--- src/rtl/traffic_intersection_ctrl_if.sv ---
// rtl/traffic_intersection_ctrl_if.sv - control inputs and lamp/status outputs of the intersection controller
interface traffic_intersection_ctrl_if #(
  parameter int CNT_W = 5
);
  logic             en;
  logic             side_req;
  logic             night_mode;
  logic             a_green;
  logic             a_yellow;
  logic             a_red;
  logic             b_green;
  logic             b_yellow;
  logic             b_red;
  logic [CNT_W-1:0] count;
  logic             sec_tick;
  logic             side_pending;

  // master: the controller itself; slave: whatever drives requests and watches the lamps
  modport master (
    input  en, side_req, night_mode,
    output a_green, a_yellow, a_red, b_green, b_yellow, b_red,
    output count, sec_tick, side_pending
  );

  modport slave (
    output en, side_req, night_mode,
    input  a_green, a_yellow, a_red, b_green, b_yellow, b_red,
    input  count, sec_tick, side_pending
  );
endinterface

--- src/rtl/traffic_intersection_ctrl.sv ---
// rtl/traffic_intersection_ctrl.sv - two-approach intersection controller with all-red clearance, side demand and night flash
module traffic_intersection_ctrl #(
  parameter int CLK_PER_SEC = 50000000,
  parameter int A_GREEN_SEC = 20,
  parameter int B_GREEN_SEC = 10,
  parameter int YELLOW_SEC  = 3,
  parameter int ALL_RED_SEC = 2,
  parameter int CNT_W       = 5
) (
  input  logic                         clk,
  input  logic                         rst_n,
  traffic_intersection_ctrl_if.master  bus
);

  localparam int               PW         = (CLK_PER_SEC > 1) ? $clog2(CLK_PER_SEC) : 1;
  localparam logic [PW-1:0]    PRESC_LAST = PW'(CLK_PER_SEC - 1);
  localparam logic [CNT_W-1:0] DUR_AG     = CNT_W'(A_GREEN_SEC);
  localparam logic [CNT_W-1:0] DUR_BG     = CNT_W'(B_GREEN_SEC);
  localparam logic [CNT_W-1:0] DUR_Y      = CNT_W'(YELLOW_SEC);
  localparam logic [CNT_W-1:0] DUR_AR     = CNT_W'(ALL_RED_SEC);
  localparam logic [CNT_W-1:0] ONE        = CNT_W'(1);
  localparam logic [CNT_W-1:0] ZERO       = '0;

  typedef enum logic [2:0] {
    S_A_GREEN,
    S_A_YELLOW,
    S_RED_AB,
    S_B_GREEN,
    S_B_YELLOW,
    S_RED_BA,
    S_FLASH
  } state_t;

  state_t           state, state_n;
  logic [CNT_W-1:0] count, count_n;
  logic [PW-1:0]    presc;
  logic             flash, flash_n;
  logic             pending, pending_n;
  // lamp vector order: a_green, a_yellow, a_red, b_green, b_yellow, b_red
  logic [5:0]       lamp_q, lamp_n;
  logic             tick;

  assign tick = bus.en && (presc == PRESC_LAST);

  always_ff @(posedge clk or negedge rst_n) begin
    if (!rst_n) begin
      presc <= '0;
    end else if (bus.en) begin
      presc <= tick ? '0 : presc + 1'b1;
    end
  end

  always_ff @(posedge clk or negedge rst_n) begin
    if (!rst_n) begin
      state   <= S_A_GREEN;
      count   <= DUR_AG;
      flash   <= 1'b0;
      pending <= 1'b0;
      lamp_q  <= 6'b100_001;
    end else begin
      state   <= state_n;
      count   <= count_n;
      flash   <= flash_n;
      pending <= pending_n;
      lamp_q  <= lamp_n;
    end
  end

  always_comb begin
    state_n = state;
    count_n = count;
    flash_n = flash;
    if (tick) begin
      if (state == S_FLASH) begin
        flash_n = ~flash;
        if (!bus.night_mode) begin
          state_n = S_RED_BA;
          count_n = DUR_AR;
        end
      end else if (count > ONE) begin
        count_n = count - ONE;
      end else begin
        case (state)
          S_A_GREEN: begin
            // main road rests on green with count parked at 1 until someone needs the side
            if (pending || bus.night_mode) begin
              state_n = S_A_YELLOW;
              count_n = DUR_Y;
            end
          end
          S_A_YELLOW: begin
            state_n = S_RED_AB;
            count_n = DUR_AR;
          end
          S_RED_AB: begin
            if (bus.night_mode) begin
              state_n = S_FLASH;
              count_n = ZERO;
              flash_n = 1'b1;
            end else begin
              state_n = S_B_GREEN;
              count_n = DUR_BG;
            end
          end
          S_B_GREEN: begin
            state_n = S_B_YELLOW;
            count_n = DUR_Y;
          end
          S_B_YELLOW: begin
            state_n = S_RED_BA;
            count_n = DUR_AR;
          end
          S_RED_BA: begin
            if (bus.night_mode) begin
              state_n = S_FLASH;
              count_n = ZERO;
              flash_n = 1'b1;
            end else begin
              state_n = S_A_GREEN;
              count_n = DUR_AG;
            end
          end
          default: begin
            state_n = S_A_GREEN;
            count_n = DUR_AG;
          end
        endcase
      end
    end

    // entering B_GREEN serves the demand even if a new request arrives on that very edge
    pending_n = pending;
    if (state_n == S_B_GREEN && state != S_B_GREEN) begin
      pending_n = 1'b0;
    end else if (bus.side_req) begin
      pending_n = 1'b1;
    end else if (state == S_FLASH) begin
      pending_n = 1'b0;
    end

    case (state_n)
      S_A_GREEN:  lamp_n = 6'b100_001;
      S_A_YELLOW: lamp_n = 6'b010_001;
      S_RED_AB:   lamp_n = 6'b001_001;
      S_B_GREEN:  lamp_n = 6'b001_100;
      S_B_YELLOW: lamp_n = 6'b001_010;
      S_RED_BA:   lamp_n = 6'b001_001;
      S_FLASH:    lamp_n = {1'b0, flash_n, 1'b0, 1'b0, flash_n, 1'b0};
      default:    lamp_n = 6'b001_001;
    endcase
  end

  assign bus.a_green      = lamp_q[5];
  assign bus.a_yellow     = lamp_q[4];
  assign bus.a_red        = lamp_q[3];
  assign bus.b_green      = lamp_q[2];
  assign bus.b_yellow     = lamp_q[1];
  assign bus.b_red        = lamp_q[0];
  assign bus.count        = count;
  assign bus.sec_tick     = tick;
  assign bus.side_pending = pending;

endmodule

--- src/flat_wrapper.sv ---
// flat-port wrapper written by rule: the top's interface ports become plain ports
module traffic_intersection_ctrl_flat 
#(
  parameter int CLK_PER_SEC = 50000000,
  parameter int A_GREEN_SEC = 20,
  parameter int B_GREEN_SEC = 10,
  parameter int YELLOW_SEC  = 3,
  parameter int ALL_RED_SEC = 2,
  parameter int CNT_W       = 5
)
  (clk, rst_n, bus_en, bus_side_req, bus_night_mode, bus_a_green, bus_a_yellow, bus_a_red, bus_b_green, bus_b_yellow, bus_b_red, bus_count, bus_sec_tick, bus_side_pending);
  traffic_intersection_ctrl_if #(.CNT_W(CNT_W)) bus_i ();
  input  logic clk;
  input  logic rst_n;
  input wire logic [$bits(bus_i.en)-1:0] bus_en;
  input wire logic [$bits(bus_i.side_req)-1:0] bus_side_req;
  input wire logic [$bits(bus_i.night_mode)-1:0] bus_night_mode;
  output wire logic [$bits(bus_i.a_green)-1:0] bus_a_green;
  output wire logic [$bits(bus_i.a_yellow)-1:0] bus_a_yellow;
  output wire logic [$bits(bus_i.a_red)-1:0] bus_a_red;
  output wire logic [$bits(bus_i.b_green)-1:0] bus_b_green;
  output wire logic [$bits(bus_i.b_yellow)-1:0] bus_b_yellow;
  output wire logic [$bits(bus_i.b_red)-1:0] bus_b_red;
  output wire logic [$bits(bus_i.count)-1:0] bus_count;
  output wire logic [$bits(bus_i.sec_tick)-1:0] bus_sec_tick;
  output wire logic [$bits(bus_i.side_pending)-1:0] bus_side_pending;
  assign bus_i.en = bus_en;
  assign bus_i.side_req = bus_side_req;
  assign bus_i.night_mode = bus_night_mode;
  assign bus_a_green = bus_i.a_green;
  assign bus_a_yellow = bus_i.a_yellow;
  assign bus_a_red = bus_i.a_red;
  assign bus_b_green = bus_i.b_green;
  assign bus_b_yellow = bus_i.b_yellow;
  assign bus_b_red = bus_i.b_red;
  assign bus_count = bus_i.count;
  assign bus_sec_tick = bus_i.sec_tick;
  assign bus_side_pending = bus_i.side_pending;
  traffic_intersection_ctrl #(.CLK_PER_SEC(CLK_PER_SEC), .A_GREEN_SEC(A_GREEN_SEC), .B_GREEN_SEC(B_GREEN_SEC), .YELLOW_SEC(YELLOW_SEC), .ALL_RED_SEC(ALL_RED_SEC), .CNT_W(CNT_W)) u_core (.clk(clk), .rst_n(rst_n), .bus(bus_i));
endmodule
--- config.mk ---
export PLATFORM = sky130hd
export DESIGN_NAME = traffic_intersection_ctrl_flat
export DESIGN_NICKNAME = d
export VERILOG_FILES = /design/src/rtl/traffic_intersection_ctrl_if.sv /design/src/rtl/traffic_intersection_ctrl.sv /design/src/flat_wrapper.sv
export SDC_FILE = /design/constraint.sdc
export NUM_CORES = 1
export LEC_CHECK = 0
export CAP_MARGIN = 0
export CORE_MARGIN = 1.5
export CORE_UTILIZATION = 49
export CTS_CLUSTER_DIAMETER = 150
export DETAILED_ROUTE_END_ITERATION = 16
export PLACE_DENSITY = 0.69
export SETUP_SLACK_MARGIN = 0.4
export SLEW_MARGIN = 25
export SYNTH_ARGS = -nofsm -noshare
export SYNTH_HDL_FRONTEND = slang
export SYNTH_SLANG_ARGS = --single-unit
--- constraint.sdc ---
create_clock -name clk -period 6.1 [get_ports clk]
set_input_delay 1.525 -clock clk [delete_from_list [all_inputs] [get_ports clk]]
set_output_delay 1.525 -clock clk [all_outputs]
set_load 0.05 [all_outputs]
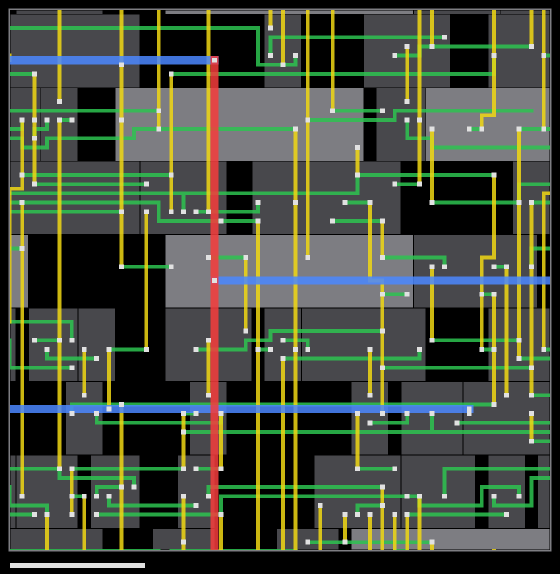
Fig. 1. Zoomed window.
Bar = 5 um. Region (26, 40) to (46, 60) um. Cells in grey, sequential cells in the stronger grey; small squares are vias.
colour	layer
green	metal 1
blue	metal 3
red	metal 4
yellow	metal 2
sequential cells in the window	2
cells with their middle in the window	30
netlist names of flops here include	u_core.presc (2)
most frequent	nor2_1 (6), nand2_1 (3)

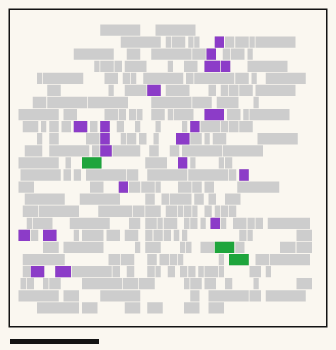
Fig. 2. Selected gate families.
Bar = 20 um.
colour	family	cells	most used
purple	and/or cells	20	and3_1
green	fa/ha/maj cells	3	ha_1
Comb area share: 44.1%
most numerous logic cell after layout: dfrtp_1

==> impl_metrics.env <==
# yosys + openroad results
export IMPL_synth_flops=42
export IMPL_async_reset_ff_share_pct=100
export IMPL_die_area_um2=5060
export IMPL_hold_buffers=0
export IMPL_area_delta_synth_final_pct=12.9
export IMPL_io_buffer_count=17
export IMPL_avgSynthCellArea_um2=9.73
export IMPL_crit_fanout=8
export IMPL_place_congestion=0.852
export IMPL_dp_cells=295
export IMPL_fin_hold_ws_ns=0.473
export IMPL_fp_util_pct=51.6
export IMPL_antenna_found_initial=0
export IMPL_slew_headroom_pct=53.5
export IMPL_critPathRequiredTime_ns=4.58
export IMPL_final_cell_area_um2=2570
export IMPL_p_switching_mw=0.142
export IMPL_yosysUniqueCellTypes=53
export IMPL_post_route_worst_setup_slack_ns=0.639
export IMPL_p_leak_nw=1.11
export IMPL_grt_max_degree=43
export IMPL_finalHoldViolCount=0
export IMPL_fin_crit_ns=5.46
export IMPL_ir_drop_uv=171
export IMPL_avgViaCountPerCell=5.70
export IMPL_clock_skew_ns=0.00502
export IMPL_power_density_nw_per_um2=216
export IMPL_drt_first_pass_iters=4
export IMPL_num_fill_cells=404
export IMPL_rsz0062_at_grt="no"
export IMPL_cts_tree="done"
export IMPL_final_cells=303
export IMPL_rows=24
export IMPL_clockPowerShare_pct=33.8
export IMPL_ys_sh_xor_pct=8.47
export IMPL_slew_violations=0
export IMPL_fmax_mhz=183
export IMPL_criticalPathCategory="input pin to output pin"
export IMPL_synthAoiAreaFrac_pct=13.7
export IMPL_status="finished, final reports clean"
export IMPL_ctsResizeCount=0
export IMPL_synth_edff_count=0
export IMPL_end_kind="output pin"
export IMPL_clk_pin_slew_worst_paths_ns=0.08
export IMPL_io_pins=18
export IMPL_tool_warnings=27
export IMPL_fin_nets=258
export IMPL_cts_sinks=42
export IMPL_fa_ha_area_share_pct=1.65
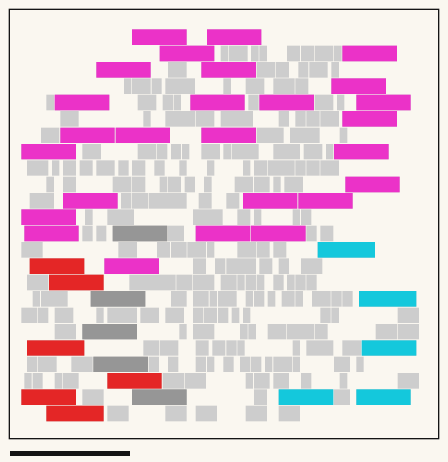
Fig. 3. Where the registers sit.
Bar = 20 um. Other sequential cells in the stronger grey, the rest of the logic in the fainter grey.
colour	netlist name	placed flops
red	u_core.lamp_q	6
magenta	u_core.presc	26
cyan	u_core.bus.count	5

-- layout make-up --
type	count	share of cell area (%)
tap	52	2.53
clock inverter	2	0.487
sequential	42	41.1
multi-input combinational	172	44.1
clock buffer	6	3.21
inverter	10	1.46
timing repair buffer	19	7.11
-- routing by layer --
layer  vias to the layer above  track usage [%]  part of all wire (%)
met5                         -                0                     0
met4                         0             7.13                   1.5
met3                         7             4.56                   3.7
met2                        36             28.0                    43
met1                       820             31.3                    52
li1                        863                -                     -
-- worst paths after layout --
check	startpoint	endpoint	slack (ns)	cells past startpoint
min reg2reg	u_core.presc[4]$_DFFE_PN0P_	u_core.presc[4]$_DFFE_PN0P_	0.47	1
max in group asynchronous	rst_n	u_core.bus.count[4]$_DFFE_PN1P_	4.54	1
max reg2reg	u_core.presc[0]$_DFFE_PN0P_	u_core.presc[0]$_DFFE_PN0P_	3.73	7
max	bus_en	bus_sec_tick	0.64	7
min in group asynchronous	rst_n	u_core.lamp_q[3]$_DFF_PN0_	1.20	1
min	u_core.presc[4]$_DFFE_PN0P_	u_core.presc[4]$_DFFE_PN0P_	0.47	1
-- layout by cell type (no fill, tap or decap), drive strengths merged, types with 2 or more instances in the layout --
master / n
o32a: 2
xnor2: 11
dfrtp: 38
and3: 7
o221ai: 2
buf: 3
nand3: 14
o21ai: 8
nor3b: 2
or2: 2
nor3: 6
a31oi: 3
xor2: 11
nand4: 8
and4: 3
dfstp: 4
a21oi: 14
clkdlybuf4s50: 16
clkbuf: 6
inv: 10
ha: 3
o31ai: 6
nor2b: 7
a21boi: 2
nor2: 24
nand2: 18
-- Yosys cell counts (all sizes together) (3+ instances only) --
library cell   n  area share (%)
o21ai          8             2.1
o31ai          6             2.8
xnor2         11             4.2
nand4          8             2.5
dfrtp         38              42
nor2          24             4.0
and3           7             2.0
dfstp          4             4.6
nor2b          7             1.9
nand2         18             3.0
nand3         14             3.6
a21oi         14             3.1
inv           10             1.6
and4           3             1.2
xor2          11             4.2
a31oi          3            0.82
nor3           6             1.3
clkbuf         7             1.2
ha             3             1.6
buf            3             1.0
-- flip-flops by register name, indices dropped and copies added (netlist names) --
signal and flops:
u_core.state 3, u_core.lamp_q 6, u_core.presc 26, u_core.bus.side_pending 1, u_core.bus.count 5, u_core.flash 1
-- kinds of logic (layout without fill, tap and decap cells) --
family | after synthesis | in the layout
and+or+nand+nor | 102 | 102
adders and majority gates | 3 | 3
AOI/OAI and AO/OA | 44 | 44
buffers and inverters | 20 | 37
xor gates and xnor gates | 22 | 22
muxes | 1 | 1
DFF | 42 | 42
-- critical path, stage by stage --
cell,delay [ns]
clkdlybuf4s50_1,0.58
and4_1,0.38
nand3_4,0.12
or2_0,0.23
buf_4,0.18
inv_1,0.11
clkdlybuf4s50_1,0.81
-- power by group through the flow --
stage                     logic (mW)  registers (mW)  clock network [mW]
after floorplan               0.0367           0.320                   0
after global placement        0.0484           0.324                   0
after detailed placement      0.0487           0.325                   0
after CTS                     0.0491           0.320               0.194
after global routing          0.0593           0.324               0.208
final                         0.0483           0.319               0.188
Power and IR drop assume default switching activity.
